### Sizing map, run 1

(3 px per µm)
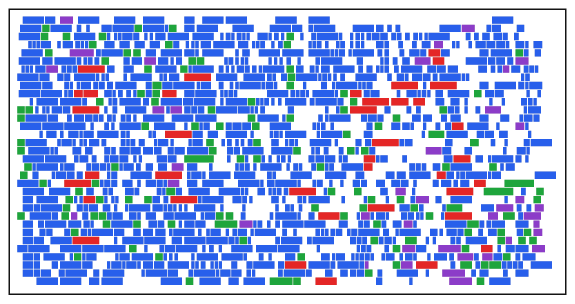
### Wiring by layer, run 1

(3 px per µm) Only two layers are drawn.
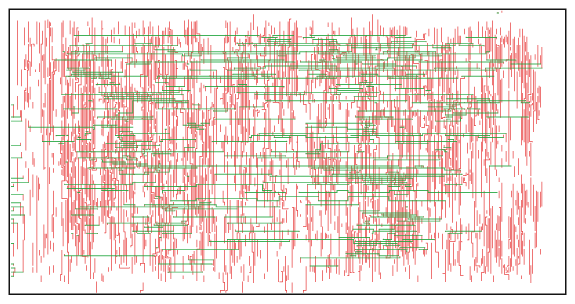
### I/O nets highlighted, run 1

(2 px per µm)
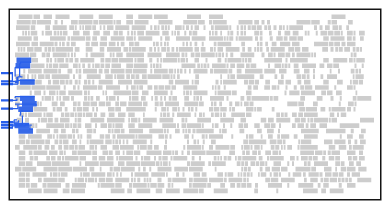
`src/rtl/glitch_seq_wb.sv`:
```
// Wishbone-configured multi-pulse clock glitcher: delay, N pulses of width W
// separated by gap G, started by register write or a synchronised trigger.
module glitch_seq_wb #(
  parameter int CNT_W = 16,
  parameter int REP_W = 8
) (
  input  logic       clk_i,
  input  logic       rst_i,
  input  logic [7:0] dat_i,
  input  logic [5:2] adr_i,
  output logic [7:0] dat_o,
  input  logic       stb_i,
  input  logic       we_i,
  output logic       ack_o,
  input  logic       trig_i,
  input  logic       clk_in,
  output logic       clk_out,
  output logic       glitch_o
);

  // state    | meaning
  // S_IDLE   | ready, waiting for start/arm
  // S_ARMED  | waiting for selected trigger edge
  // S_DELAY  | counting D cycles before first pulse
  // S_WIDTH  | pulse applied, glitch_o high for W cycles
  // S_GAP    | G cycles between pulses
  typedef enum logic [2:0] {S_IDLE, S_ARMED, S_DELAY, S_WIDTH, S_GAP} state_t;

  typedef struct packed {
    state_t           st;
    logic [CNT_W-1:0] cnt;
    logic [REP_W-1:0] pul;
    logic             gl;
  } step_t;

  logic             r_req, r_req_we;
  logic [3:0]       r_req_adr;
  logic [7:0]       r_req_dat;
  logic             r_ack;
  logic [7:0]       r_dat;

  logic [CNT_W-1:0] r_delay, r_width, r_gap;
  logic [REP_W-1:0] r_count;
  logic [7:0]       r_mode, r_trig_cfg;

  logic [CNT_W-1:0] r_sh_d, r_sh_w, r_sh_g;
  logic [REP_W-1:0] r_sh_n;
  logic [1:0]       r_sh_mode;

  state_t           r_state;
  logic [CNT_W-1:0] r_cnt;
  logic [REP_W-1:0] r_pul;
  logic             r_glitch;

  logic             r_trig_s1, r_trig_s2, r_trig_d;

  logic             w_stat_wr, w_abort, w_start, w_arm, w_trig_edge;
  logic [15:0]      w_delay16, w_width16, w_gap16;
  logic [7:0]       w_rd;
  step_t            w_step;
  logic             w_snap;
  logic             w_gate;

  assign w_stat_wr   = r_req & r_req_we & (r_req_adr == 4'd0);
  assign w_abort     = w_stat_wr & r_req_dat[7];
  assign w_start     = w_stat_wr & r_req_dat[0] & ~r_req_dat[7];
  assign w_arm       = w_stat_wr & r_req_dat[1] & ~r_req_dat[0] & ~r_req_dat[7];
  assign w_trig_edge = r_trig_cfg[0] ? (~r_trig_s2 & r_trig_d) : (r_trig_s2 & ~r_trig_d);

  assign w_delay16 = 16'(r_delay);
  assign w_width16 = 16'(r_width);
  assign w_gap16   = 16'(r_gap);

  always_comb begin
    w_rd = 8'h00;
    case (r_req_adr)
      4'd0: w_rd = {6'b0, r_state == S_ARMED, r_state == S_IDLE};
      4'd1: w_rd = w_delay16[7:0];
      4'd2: w_rd = w_delay16[15:8];
      4'd3: w_rd = w_width16[7:0];
      4'd4: w_rd = w_width16[15:8];
      4'd5: w_rd = r_mode;
      4'd6: w_rd = w_gap16[7:0];
      4'd7: w_rd = w_gap16[15:8];
      4'd8: w_rd = 8'(r_count);
      4'd9: w_rd = r_trig_cfg;
      default: w_rd = 8'h00;
    endcase
  end

  // One-cycle request pipeline: strobe at edge k, ack/data/write at edge k+1.
  always_ff @(posedge clk_i) begin
    if (rst_i) begin
      r_req      <= 1'b0;
      r_req_we   <= 1'b0;
      r_req_adr  <= 4'd0;
      r_req_dat  <= 8'h00;
      r_ack      <= 1'b0;
      r_dat      <= 8'h00;
      r_delay    <= '0;
      r_width    <= '0;
      r_gap      <= '0;
      r_count    <= '0;
      r_mode     <= 8'h00;
      r_trig_cfg <= 8'h00;
    end else begin
      r_req     <= stb_i;
      r_req_we  <= we_i;
      r_req_adr <= adr_i;
      r_req_dat <= dat_i;
      r_ack     <= r_req;
      r_dat     <= (r_req & ~r_req_we) ? w_rd : 8'h00;
      if (r_req & r_req_we) begin
        case (r_req_adr)
          4'd1: r_delay[7:0]       <= r_req_dat;
          4'd2: r_delay[CNT_W-1:8] <= r_req_dat[CNT_W-9:0];
          4'd3: r_width[7:0]       <= r_req_dat;
          4'd4: r_width[CNT_W-1:8] <= r_req_dat[CNT_W-9:0];
          4'd5: r_mode             <= r_req_dat;
          4'd6: r_gap[7:0]         <= r_req_dat;
          4'd7: r_gap[CNT_W-1:8]   <= r_req_dat[CNT_W-9:0];
          4'd8: r_count            <= r_req_dat[REP_W-1:0];
          4'd9: r_trig_cfg         <= r_req_dat;
          default: ;
        endcase
      end
    end
  end

  function automatic logic [REP_W-1:0] f_neff(input logic [REP_W-1:0] n);
    return (n == '0) ? REP_W'(1) : n;
  endfunction

  function automatic step_t f_after_pulse(input logic [CNT_W-1:0] w, g,
                                          input logic [REP_W-1:0] n, newp);
    step_t s;
    s.st  = S_IDLE;
    s.cnt = '0;
    s.pul = newp;
    s.gl  = 1'b0;
    if (newp < f_neff(n)) begin
      if (g != '0) begin
        s.st  = S_GAP;
        s.cnt = g;
      end else if (w != '0) begin
        s.st  = S_WIDTH;
        s.cnt = w;
        s.gl  = 1'b1;
      end
    end
    return s;
  endfunction

  // Zero-width pulses are counted without spending a cycle in S_WIDTH.
  function automatic step_t f_enter_width(input logic [CNT_W-1:0] w, g,
                                          input logic [REP_W-1:0] n, pul);
    step_t s;
    if (w != '0) begin
      s.st  = S_WIDTH;
      s.cnt = w;
      s.pul = pul;
      s.gl  = 1'b1;
    end else begin
      s = f_after_pulse(w, g, n, pul + REP_W'(1));
    end
    return s;
  endfunction

  function automatic step_t f_begin(input logic [CNT_W-1:0] d, w, g,
                                    input logic [REP_W-1:0] n);
    step_t s;
    if (d != '0) begin
      s.st  = S_DELAY;
      s.cnt = d;
      s.pul = '0;
      s.gl  = 1'b0;
    end else begin
      s = f_enter_width(w, g, n, '0);
    end
    return s;
  endfunction

  always_comb begin
    w_step.st  = r_state;
    w_step.cnt = r_cnt;
    w_step.pul = r_pul;
    w_step.gl  = r_glitch;
    w_snap     = 1'b0;
    if (w_abort) begin
      w_step.st  = S_IDLE;
      w_step.cnt = '0;
      w_step.gl  = 1'b0;
    end else begin
      case (r_state)
        S_IDLE: begin
          if (w_start) begin
            w_snap = 1'b1;
            w_step = f_begin(r_delay, r_width, r_gap, r_count);
          end else if (w_arm) begin
            w_snap    = 1'b1;
            w_step.st = S_ARMED;
          end
        end
        S_ARMED: if (w_trig_edge) w_step = f_begin(r_sh_d, r_sh_w, r_sh_g, r_sh_n);
        S_DELAY: begin
          if (r_cnt <= CNT_W'(1)) w_step = f_enter_width(r_sh_w, r_sh_g, r_sh_n, r_pul);
          else w_step.cnt = r_cnt - CNT_W'(1);
        end
        S_WIDTH: begin
          if (r_cnt <= CNT_W'(1))
            w_step = f_after_pulse(r_sh_w, r_sh_g, r_sh_n, r_pul + REP_W'(1));
          else w_step.cnt = r_cnt - CNT_W'(1);
        end
        S_GAP: begin
          if (r_cnt <= CNT_W'(1)) w_step = f_enter_width(r_sh_w, r_sh_g, r_sh_n, r_pul);
          else w_step.cnt = r_cnt - CNT_W'(1);
        end
        default: begin
          w_step.st = S_IDLE;
          w_step.gl = 1'b0;
        end
      endcase
    end
  end

  always_ff @(posedge clk_i) begin
    if (rst_i) begin
      r_state   <= S_IDLE;
      r_cnt     <= '0;
      r_pul     <= '0;
      r_glitch  <= 1'b0;
      r_sh_d    <= '0;
      r_sh_w    <= '0;
      r_sh_g    <= '0;
      r_sh_n    <= '0;
      r_sh_mode <= 2'b00;
      r_trig_s1 <= 1'b0;
      r_trig_s2 <= 1'b0;
      r_trig_d  <= 1'b0;
    end else begin
      r_trig_s1 <= trig_i;
      r_trig_s2 <= r_trig_s1;
      r_trig_d  <= r_trig_s2;
      r_state   <= w_step.st;
      r_cnt     <= w_step.cnt;
      r_pul     <= w_step.pul;
      r_glitch  <= w_step.gl;
      if (w_snap) begin
        r_sh_d    <= r_delay;
        r_sh_w    <= r_width;
        r_sh_g    <= r_gap;
        r_sh_n    <= r_count;
        r_sh_mode <= r_mode[1:0];
      end
    end
  end

  always_comb begin
    case (r_sh_mode)
      2'd0:    w_gate = clk_in;
      2'd1:    w_gate = 1'b0;
      2'd2:    w_gate = 1'b1;
      default: w_gate = ~clk_in;
    endcase
  end

  assign clk_out  = r_glitch ? w_gate : clk_in;
  assign glitch_o = r_glitch;
  assign ack_o    = r_ack;
  assign dat_o    = r_dat;

endmodule

```
`config.mk`:
```
export PLATFORM = sky130hd
export DESIGN_NAME = glitch_seq_wb
export DESIGN_NICKNAME = d
export VERILOG_FILES = /design/src/rtl/glitch_seq_wb.sv
export SDC_FILE = /design/constraint.sdc
export NUM_CORES = 1
export LEC_CHECK = 0
export CAP_MARGIN = 20
export CORE_ASPECT_RATIO = 0.5
export CORE_MARGIN = 2
export CORE_UTILIZATION = 56
export CTS_CLUSTER_DIAMETER = 80
export DETAILED_ROUTE_END_ITERATION = 16
export PLACE_DENSITY = 0.75
export SYNTH_ARGS = -nofsm -noshare
export SYNTH_HDL_FRONTEND = slang
export SYNTH_SLANG_ARGS = --single-unit
```
`constraint.sdc`:
```
create_clock -name clk_i -period 2.9 [get_ports clk_i]
set_clock_uncertainty 0.15 [all_clocks]
set_input_delay 0.725 -clock clk_i [delete_from_list [all_inputs] [get_ports clk_i]]
set_output_delay 0.725 -clock clk_i [all_outputs]
set_load 0.1 [all_outputs]
```
==> results.cfg, run 1 <==
; generated from flow reports
[floorplanning]
die_w_um = 185
chip_area_um2 = 17500
floorplan.die.height_um = 94.5

[grt]
global_route.overflow_total = 0
grt_start_max_net_pins = 125
grtUsageTotal_pct = 39.1

[drt]
post_drt_via_cell_ratio = 6.46
drt_pass1_iterations = 6
postRouteWirelength_mm = 33.4
vias = 9369
drt.antenna.violating_nets = 0
detail_route.drc_violations = 0
wl_per_cell_um = 23.0

[logic_synthesis]
synth.cell_area_um2 = 9180
synth-cells-yosys = 1128
synth.net_count = 1156
post_synth.cell_area_avg_um2 = 8.13
synth_flop_count = 184
yosys-stat-area_um2 = 9180
post_synth_num_cell_types = 79
largest_area_cell = sky130_fd_sc_hd__dfxtp_1
most_common_library_cells_after_synthesis = sky130_fd_sc_hd__dfxtp_1 (184), sky130_fd_sc_hd__nand2_1 (179), sky130_fd_sc_hd__nor2_1 (127)
synth-async-reset-ratio_pct = 0
synth_sequential_area_ratio_pct = 40.1
enable_flop_cells = 0
netlist.top_cell.by_instances = sky130_fd_sc_hd__dfxtp_1

[clock_tree]
gates_resized_cts_repair = 24
numCtsBuffers = 17
clock.latency.late_pin_ns = 0.44
cts.path.max_buffers = 2
cts_root_buf = sky130_fd_sc_hd__clkbuf_16
tritoncts = built
post_cts_hold_buffer_count = 0
clkSinkCount = 184

[cells_and_area]
area.sequential_um2 = 3690
filler_cell_count = 1381
final_layout_size_suffix_gt1_share_pct = 16.7
final_core_util_pct = 68.3
layout-area-overhead-vs-synth_pct = 20.4
antennaDiodeCount = 0

[final_timing]
timing.hold.ws_ns = 0.299
final_setup_vio_count = 5
tightestPinTransition_ns = 0.713
max_clock_freq_mhz = 342
grt_setup_unrepaired = true
finalCritPeriodShare_pct = 101
final_max_slew_viol_count = 0
worst_slack_ns = -0.0248

[placement]
port_buffers = 28
gp_routability_congestion = 0.962
pre_cts_slack_ns = -0.136
dp.final_hpwl_mm = 24.5

[power_and_ir_drop]
cell_internal_pwr_mw = 4.15
clk-power_mw = 2.35
max-vdd-ir-drop_mv = 0.448
powerComb_mw = 1.06
pwr-share-seq_pct = 43.5
pg_seq_mw = 2.63
power.static_leakage_nw = 4.20
combinationalPowerShare_pct = 17.5

[run]
openroad.warnings = 31
drv_cap = 0

[setup_path]
cp-end-kind = flop
setup.worst_path.start_class = flop
timing.critical_path.fanout_max = 6
cp.required_ns = 3.10

[outcome]
violated_checks = setup timing
result_of_the_run = finished, violations left

[worst_hold_path]
timing.hold.worst.class = flop to flop
-- 'Sizing map' (at the start) --
x3 and x4: marked green, cells 127, share 10%. x2: marked purple, cells 39, share 3.2%. x1 and smaller: marked blue, cells 1019, share 83%. x6 and larger: marked red, cells 38, share 3.1%.

-- 'Wiring by layer' (at the start) --
M3: marked green, wire length 4410 µm. M2: marked red, wire length 13100 µm.

-- 'I/O nets highlighted' (at the start) --
dat_o: marked blue, bits 8, direction output, end cells 8, wire 137 µm.

-- run 1: final cells by class --
class | instances | area share, %
clock buffer | 20 | 4.22
timing repair buffer | 136 | 10.2
multi-input combinational | 852 | 47.8
inverter | 19 | 0.646
sequential | 184 | 33.4
tap | 227 | 2.57
clock inverter | 12 | 1.17
-- run 1: worst max-delay path, cell delays in order, from the launching register on --
cell                       delay, ns
sky130_fd_sc_hd__dfxtp_2        0.34
sky130_fd_sc_hd__and3_4         0.19
sky130_fd_sc_hd__buf_6          0.10
sky130_fd_sc_hd__nand3_2        0.09
sky130_fd_sc_hd__xnor2_1        0.16
sky130_fd_sc_hd__ha_1           0.33
sky130_fd_sc_hd__a211oi_2       0.27
sky130_fd_sc_hd__nor2_2         0.09
sky130_fd_sc_hd__o32ai_4        0.41
sky130_fd_sc_hd__buf_6          0.19
sky130_fd_sc_hd__nand3_1        0.08
sky130_fd_sc_hd__a32o_1         0.28
sky130_fd_sc_hd__a211oi_2       0.18
-- run 1: stage by stage --
stage / power, mW / setup TNS, ns / std cells
global placement: 3.66 / -0.0125 / 1410
global route: 6.21 / -1.88 / 1450
CTS: 5.99 / -0.0124 / 1448
floorplan: 3.29 / 0 / 1128
detailed placement: 3.67 / -0.798 / 1410
finish: 6.03 / -0.0870 / 1450
-- run 1: state kept, by name (all words and copies together), names as in the netlist, 16 cells and up --
signal and cells:
r_width 16, r_sh_w 16, r_gap 16, r_sh_g 16, r_sh_d 16, r_delay 16, r_cnt 16
-- run 1: logic make-up after synthesis --
logic type | Yosys count | share of synthesized area [%]
compound gates | 286 | 20.9
flops | 184 | 40.1
xor+xnor | 18 | 1.72
buf+inv | 93 | 4.06
fa+ha+maj | 10 | 1.36
mux | 78 | 8.73
simple gates | 459 | 23.1
-- run 1: cell usage in the layout, fill, tap and decap left out, drive strengths merged, types with 7 or more instances in the layout --
cell           synthesis  routed
a211oi                17      17
a21oi                111     111
a221o                  7       7
a221oi                11      11
a22o                   8       8
a22oi                 11      11
a31oi                 12      12
a32o                   7       7
and3                   8       8
buf                   22     120
clkbuf                52      20
clkdlybuf4s50          0      16
dfxtp                184     184
ha                    10      10
inv                   18      25
mux2i                 71      71
nand2                179     179
nand3                 31      31
nand4                  7       7
nor2                 129     129
nor2b                 26      26
nor3                  15      15
nor4                  34      34
o21ai                 40      40
xnor2                  9       9
xor2                   9       9
-- run 1: routing by layer --
layer	part of all wire, %	global-route usage, %	wire, µm
met1	45	58.2	15000
met3	13	11.6	4410
met2	39	53.7	13100
met5	0	0	0
met4	2.4	11.4	800
-- run 1: path summary, 6_finish.rpt --
kind,startpoint,to,slack [ns],cells after the start
max,r_pul[1]$_SDFFE_PP0P_,r_cnt[4]$_SDFFE_PP0P_,-0.02,12
min,r_trig_s1$_SDFF_PP0_,r_trig_s2$_SDFF_PP0_,0.30,1
max reg2reg,r_pul[1]$_SDFFE_PP0P_,r_cnt[4]$_SDFFE_PP0P_,-0.02,12
min reg2reg,r_trig_s1$_SDFF_PP0_,r_trig_s2$_SDFF_PP0_,0.30,1
==> run 2, diff against run 1 <==
--- a/config.mk
+++ b/config.mk
@@ -7,11 +7,12 @@
 export LEC_CHECK = 0
 export CAP_MARGIN = 20
 export CORE_ASPECT_RATIO = 0.5
-export CORE_MARGIN = 2
+export CORE_MARGIN = 8
 export CORE_UTILIZATION = 56
 export CTS_CLUSTER_DIAMETER = 80
 export DETAILED_ROUTE_END_ITERATION = 16
 export PLACE_DENSITY = 0.75
+export SKIP_LAST_GASP = 1
 export SYNTH_ARGS = -nofsm -noshare
 export SYNTH_HDL_FRONTEND = slang
 export SYNTH_SLANG_ARGS = --single-unit
==> run 2 against run 1 <==
Net effect: the run still ends with setup timing left; non-clock buffer count down 8; global-route usage down 8.4 points; combinational power down 5%; sequential share of layout area up 0.17 points; cell area down 0.55%; worst setup slack better by 0.0085 ns; area after synthesis unchanged; maximum frequency up 0.29%; hold slack better by 0.0083 ns; via count up 0.30%.
==> results.cfg, run 2 <==
; generated from flow reports
[floorplanning]
floorplan.rows = 33
die_w_um = 197
chip_area_um2 = 21000
core_area_um2 = 16200
pin_count = 29
floorplan.core_util_pct = 56.7
floorplan.die.height_um = 107

[cells_and_area]
layout-area-overhead-vs-synth_pct = 19.7
filler_cell_count = 1344
most_frequently_placed_logic_cell_in_the_final_layout = sky130_fd_sc_hd__dfxtp_1
top_layout_cells = sky130_fd_sc_hd__dfxtp_1 (182), sky130_fd_sc_hd__nand2_1 (177), sky130_fd_sc_hd__nor2_1 (125)
final_core_util_pct = 67.9
final_nets = 1230
antennaDiodeCount = 0
final_layout_size_suffix_gt1_share_pct = 16.0
final_cells = 1442

[logic_synthesis]
post_synth_num_cell_types = 79
synth-cells-yosys = 1128
area_leaders = sky130_fd_sc_hd__dfxtp_1 (40%), sky130_fd_sc_hd__mux2i_1 (7.7%), sky130_fd_sc_hd__nand2_1 (7.3%)
ys_warn_count = 0
post_synth.cell_area_avg_um2 = 8.13
largest_area_cell = sky130_fd_sc_hd__dfxtp_1
synth-async-reset-ratio_pct = 0
synth.cell_area_um2 = 9180
netlist.top_cell.by_instances = sky130_fd_sc_hd__dfxtp_1
synth_sequential_area_ratio_pct = 40.1
most_common_library_cells_after_synthesis = sky130_fd_sc_hd__dfxtp_1 (184), sky130_fd_sc_hd__nand2_1 (179), sky130_fd_sc_hd__nor2_1 (127)
synth_flop_count = 184
synth.net_count = 1156
synth.top_cell.area_share_pct = 40.1
synthCells = 1128
yosys-stat-area_um2 = 9180
enable_flop_cells = 0
yosys_most_used_dff = sky130_fd_sc_hd__dfxtp_1

[power_and_ir_drop]
max-vdd-ir-drop_mv = 0.486
power.static_leakage_nw = 4.18
pnr_total_power_mw = 6.07
power_density_nw_per_um2 = 553

[grt]
global_route.overflow_total = 0
grt_antenna_before_repair = 0
grt_start_max_net_pins = 89
first_pass_grt_wire_length_mm = 50.2
number_of_global_route_vias_before_repair = 8557

[drt]
detail_route.drc_violations = 0
vias = 9397
post_drt_via_cell_ratio = 6.52
drt.antenna.violating_nets = 0
drt_pass1_iterations = 5
detail_route.iter0.violations = 1345
wl_per_cell_um = 22.7

[setup_path]
reg2reg_slack_ns = -0.02
reg2reg_to = r_cnt[14]$_SDFFE_PP0P_
cp-end-kind = flop
cp.required_ns = 3.09
startpoint = r_pul[1]$_SDFFE_PP0P_
worst-setup-path-type = flop to flop
timing.critical_path.fanout_max = 7
timing.reg2reg.worst_path_depth = 13
critical_path_arrival_ns = 3.11
worstSetupEndpoint = r_cnt[14]$_SDFFE_PP0P_
setup.worst_path.start_class = flop
regToRegStartpoint = r_pul[1]$_SDFFE_PP0P_

[final_timing]
grt_setup_unrepaired = true
period_needed_ns = 2.92
relSlewSlack_pct = 51.4
hold_violations = 0
final_max_slew_viol_count = 0
max_clock_freq_mhz = 343
totalNegativeSetupSlack_ns = -0.0170
tightestPinTransition_ns = 0.726
worst_slack_ns = -0.0163
finalCritPeriodShare_pct = 101
final_setup_vio_count = 2

[clock_tree]
tritoncts = built
cts.path.max_buffers = 2
ctsHtreeMaxLevel = 4
clkSinkCount = 184
clock_pin_slew_on_the_worst_setup_and_hold_paths_ns = 0.08
numCtsBuffers = 17
cts_root_buf = sky130_fd_sc_hd__clkbuf_16
post_cts_hold_buffer_count = 0
clock.latency.late_pin_ns = 0.44

[placement]
gp_routability_congestion = 1.00
post-place-cells = 1402
pre_cts_slack_ns = -0.116
dp.final_hpwl_mm = 23.5
port_buffers = 28

[outcome]
violated_checks = setup timing
result_of_the_run = finished, violations left

[worst_hold_path]
timing.hold.worst.class = flop to flop

[run]
openroad.warnings = 29
drv_cap = 0
[run 2: per-layer routing]
| layer | wire length (µm) | global-route usage [%] | vias up | share of wire (%) |
|---|---|---|---|---|
| met5 | 0 | 0 | - | 0 |
| met1 | 14500 | 45.4 | 4505 | 44 |
| met2 | 13000 | 42.3 | 616 | 40 |
| met3 | 4380 | 8.04 | 80 | 13 |
| li1 | - | - | 4196 | - |
| met4 | 786 | 9.08 | 0 | 2.4 |
[run 2: metrics by stage]
step	hold slack, ns	area (µm²)
floorplan	0.264	9190
finish	0.307	11000
detailed placement	0.289	10200
global placement	0.285	10200
global route	0.329	11000
CTS	0.308	10900
[run 2: worst min path at each step]
stage                     slack (ns)                   end            startpoint  cells past startpoint
after floorplan                 0.26  r_trig_s2$_SDFF_PP0_  r_trig_s1$_SDFF_PP0_                      1
after global placement          0.29  r_trig_s2$_SDFF_PP0_  r_trig_s1$_SDFF_PP0_                      1
after detailed placement        0.29  r_trig_s2$_SDFF_PP0_  r_trig_s1$_SDFF_PP0_                      1
after CTS                       0.31  r_trig_s2$_SDFF_PP0_  r_trig_s1$_SDFF_PP0_                      1
after global routing            0.33  r_trig_s2$_SDFF_PP0_  r_trig_s1$_SDFF_PP0_                      1
final                           0.31  r_trig_s2$_SDFF_PP0_  r_trig_s1$_SDFF_PP0_                      1
[run 2: area by class of cell]
type,count,area (µm²),area share (%)
clock buffers,19,453,4.12
clock inverters,13,154,1.40
inverters,19,71.3,0.649
multi-input cells,852,5280,48.1
flip-flops and latches,184,3690,33.6
well taps,227,284,2.59
repair buffers,128,1060,9.64
[run 2: power breakdown]
group | total [mW] | switching (mW) | leakage (nW) | internal, mW
Sequential | 2.62 | 0.0549 | 1.49 | 2.56
Combinational | 1.01 | 0.650 | 2.39 | 0.358
Clock | 2.45 | 1.17 | 0.300 | 1.28
[run 2: worst max-delay path, cell delays in order, from the launching register on]
cell	delay, ns
sky130_fd_sc_hd__dfxtp_2	0.33
sky130_fd_sc_hd__and3_4	0.18
sky130_fd_sc_hd__and3_4	0.18
sky130_fd_sc_hd__and3_4	0.18
sky130_fd_sc_hd__xor2_2	0.18
sky130_fd_sc_hd__ha_1	0.33
sky130_fd_sc_hd__o21ai_2	0.09
sky130_fd_sc_hd__o21ai_2	0.18
sky130_fd_sc_hd__o32ai_4	0.13
sky130_fd_sc_hd__a21o_4	0.27
sky130_fd_sc_hd__buf_6	0.12
sky130_fd_sc_hd__a32o_1	0.20
sky130_fd_sc_hd__a2bb2oi_1	0.13
sky130_fd_sc_hd__o21a_1	0.19
[run 2: repair_timing]
| item | CTS | global route |
|---|---|---|
| setup buffers | 4 | 3 |
| pin swaps | 8 | 14 |
| endpoints found under the setup margin | 12 | 18 |
| cloned | 1 | 0 |
| gates resized | 16 | 15 |
| endpoints found under the hold margin | 0 | 0 |
[run 2: cell families after synthesis]
| family | Yosys count | synth area share, % |
|---|---|---|
| compound gates | 286 | 20.9 |
| xor+xnor | 18 | 1.72 |
| flops | 184 | 40.1 |
| mux | 78 | 8.73 |
| buf+inv | 93 | 4.06 |
| fa+ha+maj | 10 | 1.36 |
| simple gates | 459 | 23.1 |
### Wiring by layer, run 2

(3 px per µm) Only two layers are drawn.
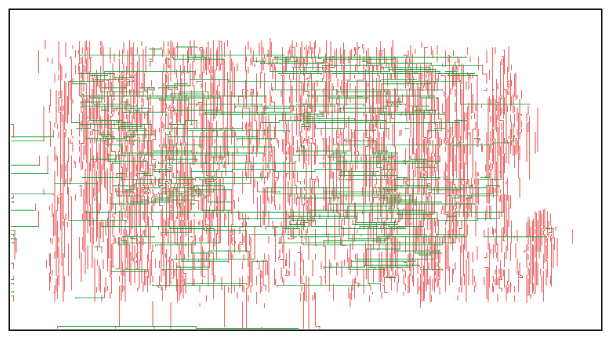
M3: marked green, wire length 4380 µm. M2: marked red, wire length 13000 µm.
global-route usage over all layers: 30.6%
detailed-route wire length: 32.7 mm

==> run 3, diff against run 2 <==
==> config.mk (replaced) <==
export PLATFORM = sky130hd
export DESIGN_NAME = glitch_seq_wb
export DESIGN_NICKNAME = d
export VERILOG_FILES = /design/src/rtl/glitch_seq_wb.sv
export SDC_FILE = /design/constraint.sdc
export NUM_CORES = 1
export LEC_CHECK = 0
export CAP_MARGIN = 25
export CORE_ASPECT_RATIO = 0.5
export CORE_MARGIN = 8
export CORE_UTILIZATION = 60
export CTS_CLUSTER_DIAMETER = 80
export DETAILED_ROUTE_END_ITERATION = 16
export PLACE_DENSITY = 0.76
export SKIP_LAST_GASP = 1
export SYNTH_ARGS = -nofsm -noshare
export SYNTH_HDL_FRONTEND = slang
export SYNTH_SLANG_ARGS = --single-unit
export TNS_END_PERCENT = 1
==> constraint.sdc (replaced) <==
create_clock -name clk_i -period 2.8 [get_ports clk_i]
set_clock_uncertainty 0.15 [all_clocks]
set_input_delay 0.7 -clock clk_i [delete_from_list [all_inputs] [get_ports clk_i]]
set_output_delay 0.7 -clock clk_i [all_outputs]
set_load 0.1 [all_outputs]
### Wiring by layer, run 3

(3 px per µm) Only two layers are drawn.
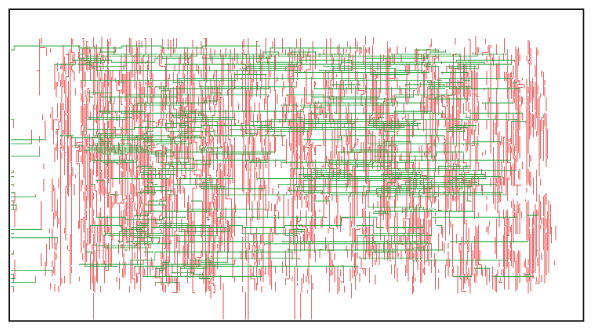
M2: marked red, wire length 13100 µm. M3: marked green, wire length 5260 µm.

==> run 3 against run 2 <==
Net effect: the flow still finishes with violations (setup timing); non-clock buffer count up 22; critical path depth stayed put; die area down 5.9%; cell area is 1.9% higher; worst setup slack got worse by 0.081 ns; clock-buffer cell count decreased by 2; maximum frequency grew 0.67%; clock power increased by 4%; critical path type unchanged; largest power group unchanged.
==> results.cfg, run 3 <==
; generated from flow reports
[outcome]
result_of_the_run = finished, violations left
violated_checks = setup timing

[floorplanning]
chip_area_um2 = 19700
die_w_um = 191
pin_count = 29
floorplan.die.height_um = 103
floorplan.core_util_pct = 60.5
floorplan.rows = 32
core_area_um2 = 15200

[setup_path]
setup.worst_path.start_class = flop
timing.critical_path.fanout_max = 5
worst-setup-path-type = flop to flop
cp-end-kind = flop
cp.required_ns = 3.01
critical_path_arrival_ns = 3.11

[grt]
grt_antenna_before_repair = 0
global_route.overflow_total = 0
first_pass_grt_wire_length_mm = 51.1
number_of_global_route_vias_before_repair = 8716
grt_start_max_net_pins = 108
grtUsageTotal_pct = 34.0

[logic_synthesis]
synthXorXnorAreaFrac_pct = 1.72
yosys-stat-area_um2 = 9180
synth.mux.area_fraction_pct = 8.73
synth-cells-yosys = 1128
synth-async-reset-ratio_pct = 0
synth_flop_count = 184
most_common_library_cells_after_synthesis = sky130_fd_sc_hd__dfxtp_1 (184), sky130_fd_sc_hd__nand2_1 (179), sky130_fd_sc_hd__nor2_1 (127)
synth.top_cell.area_share_pct = 40.1
ys_warn_count = 0
post_synth.cell_area_avg_um2 = 8.13
synth.net_count = 1156
netlist.top_cell.by_instances = sky130_fd_sc_hd__dfxtp_1
top_logic_kind = simple AND/OR/NAND/NOR gates
post_synth_num_cell_types = 79
ys_sh_adder_pct = 1.36
synthCells = 1128
enable_flop_cells = 0
synth.cell_area_um2 = 9180
yosys_most_used_dff = sky130_fd_sc_hd__dfxtp_1
largest_area_cell = sky130_fd_sc_hd__dfxtp_1
area_fraction_in_and_or_nand_and_nor_cells_after_synthesis_pct = 23.1
synth_sequential_area_ratio_pct = 40.1
area_leaders = sky130_fd_sc_hd__dfxtp_1 (40%), sky130_fd_sc_hd__mux2i_1 (7.7%), sky130_fd_sc_hd__nand2_1 (7.3%)
synth.cellmix.compoundShare_pct = 20.9

[run]
openroad.warnings = 31
drv_cap = 0

[final_timing]
final_setup_vio_count = 15
grt_setup_unrepaired = true
tightestPinTransition_ns = 0.668
final_max_slew_viol_count = 0
max_clock_freq_mhz = 345
hold_violations = 0
totalNegativeSetupSlack_ns = -0.879
finalCritPeriodShare_pct = 103
worst_slack_ns = -0.0970
timing.hold.ws_ns = 0.307
period_needed_ns = 2.90
relSlewSlack_pct = 55.3

[cells_and_area]
final_cells = 1441
final_layout_size_suffix_gt1_share_pct = 17.6
layout-area-overhead-vs-synth_pct = 22.0
filler_cell_count = 1181
combGateArea_um2 = 5310
final_nets = 1252
top_layout_cells = sky130_fd_sc_hd__dfxtp_1 (182), sky130_fd_sc_hd__nand2_1 (179), sky130_fd_sc_hd__nor2_1 (125), sky130_fd_sc_hd__buf_4 (125), sky130_fd_sc_hd__a21oi_1 (110)
finalInstanceArea_um2 = 11200
final_core_util_pct = 73.8
most_frequently_placed_logic_cell_in_the_final_layout = sky130_fd_sc_hd__dfxtp_1
area.sequential_um2 = 3690
antennaDiodeCount = 0

[drt]
drt_pass1_iterations = 8
postRouteWirelength_mm = 33.6
detail_route.drc_violations = 0
vias = 9383
drt.antenna.violating_nets = 0
wl_per_cell_um = 23.3
detail_route.iter0.violations = 1404
post_drt_via_cell_ratio = 6.51

[power_and_ir_drop]
max-vdd-ir-drop_mv = 0.429
pnr_total_power_mw = 6.40
power.static_leakage_nw = 4.31
power_density_nw_per_um2 = 572

[placement]
dp.final_hpwl_mm = 24.0
gp_routability_congestion = 0.994
port_buffers = 28
post_dp_cell_area_um2 = 10300
pre_cts_slack_ns = -0.166
post-place-cells = 1397

[clock_tree]
ctsHtreeMaxLevel = 4
post_cts_hold_buffer_count = 0
clkSinkCount = 184
numCtsBuffers = 17
tritoncts = built
cts.path.max_buffers = 2
cts_root_buf = sky130_fd_sc_hd__clkbuf_16
clock_pin_slew_on_the_worst_setup_and_hold_paths_ns = 0.09
clock.latency.late_pin_ns = 0.45

[worst_hold_path]
timing.hold.worst.class = flop to flop
## run 3: path summary, 6_finish.rpt
path                    startpoint                    end  slack (ns)  cells past startpoint
min           r_trig_s1$_SDFF_PP0_   r_trig_s2$_SDFF_PP0_        0.31                      1
min reg2reg   r_trig_s1$_SDFF_PP0_   r_trig_s2$_SDFF_PP0_        0.31                      1
max reg2reg  r_pul[0]$_SDFFE_PP0P_  r_cnt[9]$_SDFFE_PP0P_        -0.1                     13
max          r_pul[0]$_SDFFE_PP0P_  r_cnt[9]$_SDFFE_PP0P_        -0.1                     13
## run 3: critical path, stage by stage (launching register included)
cell                       delay [ns]
sky130_fd_sc_hd__dfxtp_4         0.38
sky130_fd_sc_hd__and3_4          0.19
sky130_fd_sc_hd__and3_4          0.18
sky130_fd_sc_hd__and3_4          0.20
sky130_fd_sc_hd__xor2_2          0.19
sky130_fd_sc_hd__ha_4            0.24
sky130_fd_sc_hd__o21ai_4         0.07
sky130_fd_sc_hd__nor2_2          0.06
sky130_fd_sc_hd__o32ai_4         0.35
sky130_fd_sc_hd__buf_6           0.19
sky130_fd_sc_hd__buf_6           0.10
sky130_fd_sc_hd__a31oi_1         0.08
sky130_fd_sc_hd__a221o_1         0.35
sky130_fd_sc_hd__o211ai_1        0.08
## run 3: timing repair
action	4_1_cts	5_1_grt
endpoints found under the setup margin	20	20
pin swaps	13	10
buffers inserted	9	1
cloned	1	0
resized	24	13
## run 3: area by class of cell
class,count,area share [%]
Tap cell,204,2.28
Timing Repair Buffer,150,11.2
Clock buffer,17,3.80
Sequential cell,184,32.9
Inverter,19,0.637
Clock inverter,15,1.75
Multi-Input combinational cell,852,47.4
## run 3: cell families (layout without fill, tap and decap cells)
group	Yosys count	in the layout
compound gates	286	287
simple gates	459	459
buf+inv	93	201
fa+ha+maj	10	10
flops	184	184
mux	78	78
xor+xnor	18	18
## run 3: per-layer routing
layer / vias to the layer above / track usage, % / part of all wire [%]
met3: 86 / 13.5 / 16
met4: 0 / 9.89 / 2.6
met1: 4360 / 47.4 / 43
met5: - / 0 / 0
li1: 4243 / - / -
met2: 694 / 47.4 / 39
## run 3: power breakdown
part	leakage [nW]	switching (mW)	total, mW	internal [mW]
clock	0.299	1.26	2.56	1.30
sequential	1.49	0.0674	2.72	2.66
combinational	2.52	0.704	1.12	0.416
total	4.31	2.03	6.40	4.38
No activity file was given, so power comes from the tool's default toggle rates.
